==> config.mk <==
export PLATFORM = sky130hd
export DESIGN_NAME = hazard_ctrl
export DESIGN_NICKNAME = d
export VERILOG_FILES = /design/src/rtl/hazard_ctrl.sv
export SDC_FILE = /design/constraint.sdc
export NUM_CORES = 1
export LEC_CHECK = 0
export ABC_CLOCK_PERIOD_IN_PS = 13550
export CORE_MARGIN = 1.5
export CORE_UTILIZATION = 47
export DETAILED_ROUTE_END_ITERATION = 10
export PLACE_DENSITY = 0.89
export SYNTH_ARGS = -nofsm -noshare
export SYNTH_HDL_FRONTEND = slang
export SYNTH_SLANG_ARGS = --single-unit
==> constraint.sdc <==
create_clock -name clk -period 13.55 [get_ports clk]
set_input_delay 4.065 -clock clk [delete_from_list [all_inputs] [get_ports clk]]
set_output_delay 4.065 -clock clk [all_outputs]
set_load 0.005 [all_outputs]
clock_map.png
Drawn at 8 px/um.
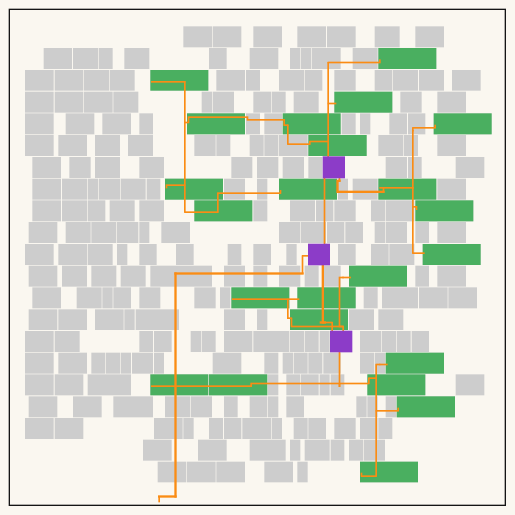
Key: flip-flops = green [count 23]; clock wires = orange [length 273 um]; cells driving clock nets = purple [count 3]
There are 4 routed clock nets.
Clk. pwr: 0.0000321 W
clock group share of total power: 0.228
clk latency late pin: 310 ps
Clock Skew: 11.2 ps

port_nets.png
Drawn at 6 px/um.
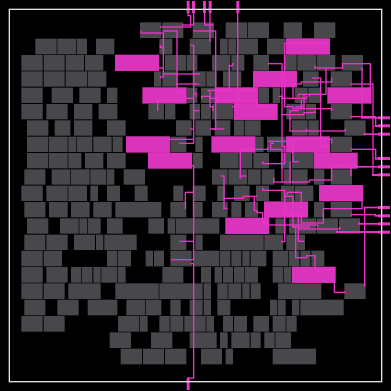
Key: StallCount = magenta [bits 16, direction output, edge 10 right, 5 top, 1 bottom, end cells 16, buffers 16, wire 584 um]
num ports: 62
Buffers on Ports: 60

cell_classes.png
Drawn at 6 px/um. Fill, decap, tap and diode cells in grey.
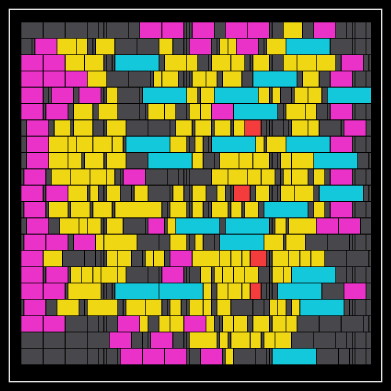
Key: flip-flops = cyan [cells 23, share of their area 21%]; other buffers and delay cells = magenta [cells 61, share of their area 27%]; all other logic = yellow [cells 169, share of their area 51%]; clock drivers and dummy loads = red [cells 4, share of their area 1.2%]
cell row count: 21
Seq/total area: 0.202
Final Util: 0.682
CORE AREA: 3340 um^2
fin area: 2280 um^2

==> results.yml <==
# yosys + openroad results
outcome:
  status: "finished clean"
final_timing:
  final_hold_viol_count: 0
  tightest_slew_ps: 833
  setup_viol: 0
  finalCriticalPeriod_ps: 10930
  worst_slack_ps: 2620
  slew_headroom: 0.445
  final_max_slew_viol_count: 0
  fmax_mhz: 91.5
  finalClockPeriodUsage: 0.806
  rsz0062_at_grt: "false"
power:
  vdd_ir_drop_max_mv: 0.0294
  p_seq_frac: 0.512
  internal_power_w: 0.000102
  top_power_group: "sequential cells"
  p_leak_nw: 0.805
  power_density_nw_per_um2: 61.8
  swShare: 0.278
  total_power_w: 0.000141
  p_sw_w: 0.0000390
synth:
  area_leaders: "dfxtp_1 (28%), xor2_1 (9.2%), a21oi_1 (5.2%)"
  synth-warning-count: 0
  ys_sh_adder: 0.0231
  synth_area_per_cell_um2: 8.01
  synthAoiAreaFrac: 0.227
  postSynthNetCount: 247
  synth.most_common_cell: "dfxtp_1"
  yosys_area_um2: 1630
  xor_share: 0.108
  synth_flops: 23
  synthTopCellsByCount: "dfxtp_1 (23), a21oi_1 (17), xor2_1 (17), nor2_1 (14), inv_1 (11)"
  syn_area_um2: 1630
  synthMuxAreaShare: 0.00615
  edf_count: 0
  netlist_instances: 203
  post-synth-top-area-fraction: 0.283
  synth_async_sr_flop_share: 0
global_routing:
  grt_usage: 0.211
  first_global_vias: 1518
  antenna_found_initial: 0
  grt_max_degree: 34
  gr-usage-met3: 0.0290
  use_met1: 0.250
  grt-ovfl-total: 0
routing:
  ant_nets: 0
  wl_per_cell_um: 12.7
  viasPerCell: 5.74
  wl_met3_um: 187
  totalWireLength_um: 3860
  wl_met1_um: 1700
setup_path:
  critPathBufInv: 4
  endpoint_kind: "output port"
  max_stage_delay_ps: 540
  worstSetupStartpointType: "input port"
  cp.arrival_ps: 6860
  required_ps: 9480
  path_max_fanout: 33
  cp_cell_sequence: "clkdlybuf4s50_1 > nand2b_4 > a2111oi_2 > nand4_1 > a2111oi_2 > nor4_4 > buf_4 > inv_1 > o21ai_0 > clkdlybuf4s50_1"
  r2r_cells: 5
  r2r_setup_slack_ps: 11120
  criticalPathCategory: "input port to output port"
finish:
  inverters: 11
  clk_share: 0.0121
  mi_logic_area_um2: 1080
  largest_cell_class: "combinational gates"
  nMultiInputCombCells: 158
  seq_cell_count: 23
  clkbuf_count: 3
  antenna_cells: 0
  areaGrowthSynthToFinish_pct: 39.9
  area.sequential_um2: 460
  comb_area_share: 0.475
  mostFrequentLayoutCells: "clkdlybuf4s50_1 (60), dfxtp_1 (23), xor2_1 (17), a21oi_1 (17), nor2_1 (14)"
  nonClkBufAreaFrac: 0.267
placed_design:
  dp.cells: 299
  dpl_cell_area_um2: 2250
  gp_congestion: 0.761
  dpl.hpwl_um: 2970
floorplan:
  die_x_um: 61.8
  fp.dieH_um: 61.8
clock_tree:
  ctsLongestPathBuffers: 2
  cts-root-buf: "clkbuf_4"
  htreeDepth: 1
  cts_tree: "done"
  ctsResizeCount: 0
  clkTransAtPathRegs_ps: 120
  cts_made_buffers: 3
  cts.sinks: 23
min_path:
  min_path_type: "flip-flop to flip-flop"
No activity file was given, so power comes from the tool's default toggle rates.
